Fig. 1: track usage over the die
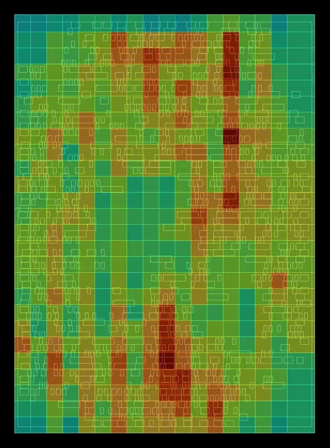
Fig. 2: register map, names as in the netlist
Other sequential cells in the stronger grey, the rest of the logic in the fainter grey.
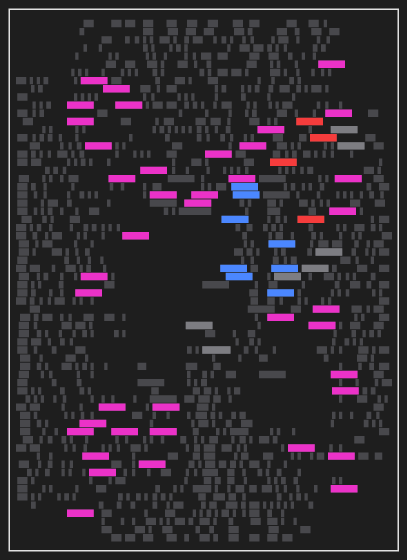
Fig. 3: drive-strength map
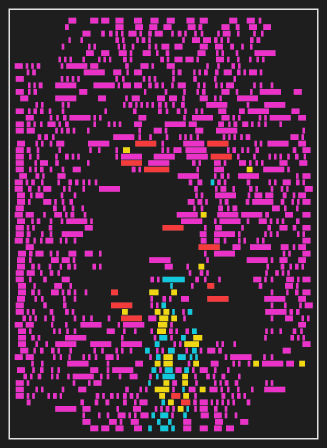
Fig. 4: local utilization
13 x 18 tiles, from black (low) to pale yellow (high), 0 to 100% covered.
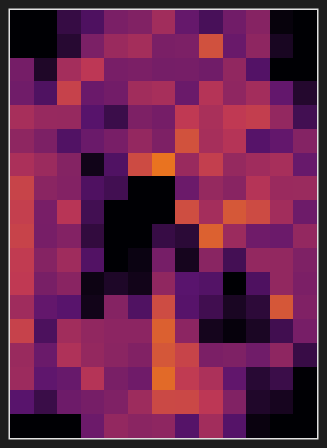
### config.mk
export PLATFORM = sky130hd
export DESIGN_NAME = coh_msg_sched
export DESIGN_NICKNAME = d
export VERILOG_FILES = /design/src/rtl/coh_msg_sched.sv
export SDC_FILE = /design/constraint.sdc
export NUM_CORES = 1
export LEC_CHECK = 0
export ABC_AREA = 1
export CAP_MARGIN = 0
export CELL_PAD_IN_SITES_DETAIL_PLACEMENT = 1
export CELL_PAD_IN_SITES_GLOBAL_PLACEMENT = 2
export CORE_ASPECT_RATIO = 1.4
export CORE_UTILIZATION = 20
export CTS_CLUSTER_SIZE = 12
export DETAILED_ROUTE_END_ITERATION = 10
export PLACE_DENSITY = 0.83
export SETUP_SLACK_MARGIN = 0.1
export SLEW_MARGIN = 20
export SYNTH_ARGS = -nofsm -noshare
export SYNTH_HDL_FRONTEND = slang
export SYNTH_SLANG_ARGS = --single-unit
### constraint.sdc
create_clock -name clk -period 3.15 [get_ports clk]
set_input_delay 0.7875 -clock clk [delete_from_list [all_inputs] [get_ports clk]]
set_output_delay 0.7875 -clock clk [all_outputs]
set_load 0.005 [all_outputs]
### src/rtl/coh_msg_sched.sv
// coh_msg_sched: schedules coherence messages from cache_num cache controllers
// onto one shared snoop/directory channel.
//   - Round-robin grant (scan upward from rr_ptr, wrap), combinational one-hot
//     msg_gnt while IDLE; the granted message is captured into a registered
//     output stage with valid/ready handshake.
//   - Broadcast-type messages hold off further grants until every non-source
//     cache has pulsed snoop_ack, or until ACK_TIMEOUT cycles elapse
//     (ack_timeout pulses once on abort).
// Ports:
//   clk, rst_n          clock, async active-low reset
//   msg_req  [N]        per-cache request, message held stable until granted
//   msg_gnt  [N]        one-hot accept pulse (message sampled on that edge)
//   msg      [N*MSG_W]  packed messages, cache i at [i*MSG_W +: MSG_W]
//   msg_out_valid/ready registered output handshake
//   msg_out  [MSG_W]    registered message {type, src_id, dst_id, addr}
//   snoop_ack[N]        per-cache ack pulse for the outstanding broadcast
//   bcast_busy          high while waiting for broadcast acks
//   ack_timeout         one-cycle pulse when a broadcast wait is aborted
//
// state    | meaning
// IDLE     | arbitrating; grant issued combinationally when any request is up
// SEND     | msg_out_valid held until the downstream consumer accepts
// WAIT_ACK | broadcast outstanding; collecting snoop acks, timeout counting
module coh_msg_sched #(
  parameter int         cache_num   = 4,
  parameter int         addr_width  = 32,
  parameter logic [3:0] BCAST_TYPE  = 4'h3,
  parameter int         ACK_TIMEOUT = 256,
  localparam int        ID_W        = $clog2(cache_num),
  localparam int        MSG_W       = 4 + 2*ID_W + addr_width
) (
  input  logic                       clk,
  input  logic                       rst_n,
  input  logic [cache_num-1:0]       msg_req,
  output logic [cache_num-1:0]       msg_gnt,
  input  logic [cache_num*MSG_W-1:0] msg,
  output logic                       msg_out_valid,
  input  logic                       msg_out_ready,
  output logic [MSG_W-1:0]           msg_out,
  input  logic [cache_num-1:0]       snoop_ack,
  output logic                       bcast_busy,
  output logic                       ack_timeout
);

  localparam int              CNT_W   = $clog2(ACK_TIMEOUT);
  localparam logic [ID_W-1:0] LAST_ID = ID_W'(cache_num - 1);
  localparam logic [CNT_W-1:0] CNT_MAX = CNT_W'(ACK_TIMEOUT - 1);

  typedef enum logic [1:0] {
    IDLE     = 2'd0,
    SEND     = 2'd1,
    WAIT_ACK = 2'd2
  } state_t;

  state_t               r_state;
  logic [ID_W-1:0]      r_rr_ptr;
  logic [MSG_W-1:0]     r_msg_out;
  logic                 r_msg_out_valid;
  logic                 r_bcast_busy;
  logic                 r_ack_timeout;
  logic [cache_num-1:0] r_ack_pend;
  logic [CNT_W-1:0]     r_cnt;

  logic                 w_found;
  logic [ID_W-1:0]      w_idx;
  logic [cache_num-1:0] w_gnt;
  logic [MSG_W-1:0]     w_msg_arr [cache_num];
  logic [3:0]           w_type;
  logic [ID_W-1:0]      w_src;
  logic [cache_num-1:0] w_src_onehot;
  logic [cache_num-1:0] w_nxt_pend;

  always_comb begin
    for (int k = 0; k < cache_num; k++) begin
      w_msg_arr[k] = msg[k*MSG_W +: MSG_W];
    end
  end

  // Rotating priority scan: first requester at or above rr_ptr, wrapping.
  always_comb begin
    int              j;
    logic [ID_W-1:0] j_idx;
    w_found = 1'b0;
    w_idx   = '0;
    j       = 0;
    j_idx   = '0;
    for (int k = 0; k < cache_num; k++) begin
      j = int'(r_rr_ptr) + k;
      if (j >= cache_num) j = j - cache_num;
      j_idx = ID_W'(j);
      if (!w_found && msg_req[j_idx]) begin
        w_found = 1'b1;
        w_idx   = j_idx;
      end
    end
  end

  // Grant is combinational; gated by rst_n so nothing is granted in reset.
  always_comb begin
    w_gnt = '0;
    if (rst_n && (r_state == IDLE) && w_found) w_gnt[w_idx] = 1'b1;
  end

  assign w_type = r_msg_out[MSG_W-1 -: 4];
  assign w_src  = r_msg_out[addr_width+ID_W +: ID_W];

  always_comb begin
    w_src_onehot        = '0;
    w_src_onehot[w_src] = 1'b1;
  end

  assign w_nxt_pend = r_ack_pend & ~snoop_ack;

  always_ff @(posedge clk or negedge rst_n) begin
    if (!rst_n) begin
      r_state         <= IDLE;
      r_rr_ptr        <= '0;
      r_msg_out       <= '0;
      r_msg_out_valid <= 1'b0;
      r_bcast_busy    <= 1'b0;
      r_ack_timeout   <= 1'b0;
      r_ack_pend      <= '0;
      r_cnt           <= '0;
    end else begin
      r_ack_timeout <= 1'b0;
      case (r_state)
        IDLE: begin
          if (w_found) begin
            r_msg_out       <= w_msg_arr[w_idx];
            r_msg_out_valid <= 1'b1;
            r_rr_ptr        <= (w_idx == LAST_ID) ? '0 : w_idx + 1'b1;
            r_state         <= SEND;
          end
        end
        SEND: begin
          if (msg_out_ready) begin
            r_msg_out_valid <= 1'b0;
            if (w_type == BCAST_TYPE) begin
              r_ack_pend   <= ~w_src_onehot;
              r_cnt        <= '0;
              r_bcast_busy <= 1'b1;
              r_state      <= WAIT_ACK;
            end else begin
              r_state <= IDLE;
            end
          end
        end
        WAIT_ACK: begin
          r_ack_pend <= w_nxt_pend;
          // Completion is checked first so it wins over a same-cycle timeout.
          if (w_nxt_pend == '0) begin
            r_bcast_busy <= 1'b0;
            r_state      <= IDLE;
          end else if (r_cnt == CNT_MAX) begin
            r_ack_timeout <= 1'b1;
            r_ack_pend    <= '0;
            r_bcast_busy  <= 1'b0;
            r_state       <= IDLE;
          end else begin
            r_cnt <= r_cnt + 1'b1;
          end
        end
        default: r_state <= IDLE;
      endcase
    end
  end

  assign msg_gnt       = w_gnt;
  assign msg_out       = r_msg_out;
  assign msg_out_valid = r_msg_out_valid;
  assign bcast_busy    = r_bcast_busy;
  assign ack_timeout   = r_ack_timeout;

endmodule

==> results.sh <==
# implementation run metrics
export IMPL_simple_gate_area_share_pct=49.63
export IMPL_whs_ns=0.4756
export IMPL_crit_cells=13
export IMPL_reg2reg_depth=15
export IMPL_io_pins=218
export IMPL_inverters=107
export IMPL_p_comb_share_pct=71.2
export IMPL_powerDensity_nw_per_um2=1107
export IMPL_antenna_found_initial=2
export IMPL_cts_resized=33
export IMPL_grt_ovfl_total=0
export IMPL_status="finished, final reports clean"
export IMPL_rows=64
export IMPL_r2r_start="r_rr_ptr[1]"
export IMPL_rsz0062_at_grt="yes"
export IMPL_clkCellAreaFrac_pct=4.086
export IMPL_fmax_mhz=331.5
export IMPL_mostFrequentLayoutCells="nand2_1 (371), clkdlybuf4s50_1 (208), nand3_1 (122)"
export IMPL_ys_ff=59
export IMPL_routed_top_layer="met4"
export IMPL_endpoint="msg_gnt[2]"
export IMPL_cts_sinks=59
export IMPL_ir_drop_uv=756.1
export IMPL_top_power_group="combinational logic"
export IMPL_post_place_cells=1262
export IMPL_ant_nets=0
export IMPL_first_pass_iters=6
export IMPL_cts_root_buf="clkbuf_16"
export IMPL_clock_path_buffers=2
export IMPL_top_cell="nand2_1"
export IMPL_p_sw_share_pct=52.40
export IMPL_grt_pass1_vias=5781
export IMPL_nClkBuffers=9
export IMPL_largest_reg_flops=40
export IMPL_cts_max_level=3
export IMPL_syn_nets=950
export IMPL_post_route_period_util_pct=95.75
export IMPL_p_clk_share_pct=12.4
export IMPL_cts_buffers_inserted=9
export IMPL_clkTransAtPathRegs_ns=0.06
export IMPL_pg_clk_mw=1.01
export IMPL_wl_met3_um=736
export IMPL_arrival_ns=2.23
export IMPL_yosysWarningCount=0
export IMPL_routed_wl_met2_mm=10.03
export IMPL_hold_buffers=0
export IMPL_required_ns=2.36
export IMPL_r2r_setup_slack_ns=0.48
export IMPL_worstSkewPairLatency_ns=0.33
export IMPL_grt_use_met2_pct=32.09
export IMPL_nFillCells=2796
export IMPL_chipArea_um2=23230
export IMPL_ys_seq_share_pct=32.64
export IMPL_netlist_instances=777
export IMPL_vias=5471
export IMPL_diodes=2
export IMPL_fp_dieW_um=129.1
export IMPL_grt_total_usage_pct=16.78
export IMPL_gp_congestion=0.7399
export IMPL_grt_max_degree=81
About Fig. 1:
GRT busiest layer: met2
GR Layer Usage met3: 2.946%
Routed wire per std cell: 14.68 µm
GRT met1 Usage: 18.53%

About Fig. 2:
name in the netlist	colour	placed flops	where
r_ack_pend	red	4	top right
msg_out	magenta	40	all over the die
r_cnt	blue	8	middle
not coloured	7
Flop area: 1478 µm²
P_seq: 1.34 mW

About Fig. 3:
size	colour	cells	share
x6 and larger	red	14	1.4%
x1 and smaller	magenta	908	92%
x3 and x4	yellow	30	3.0%
x2	cyan	34	3.4%
Finished Cell Area: 7380 µm²
Area Growth Syn to Fin: 63.15%
final worst slack: 0.1338 ns
Non-CTS buffers: 236

About Fig. 4:
fullest tile	68%
emptiest ninth of the die	bottom right
mean over tiles	30%
densest ninth of the die	bottom middle
nearly empty tiles	11%
final core occ: 33.51%
core area: 22020 µm²
Core Util at FP: 20.54%

Power is estimated from default activity; no workload was simulated.
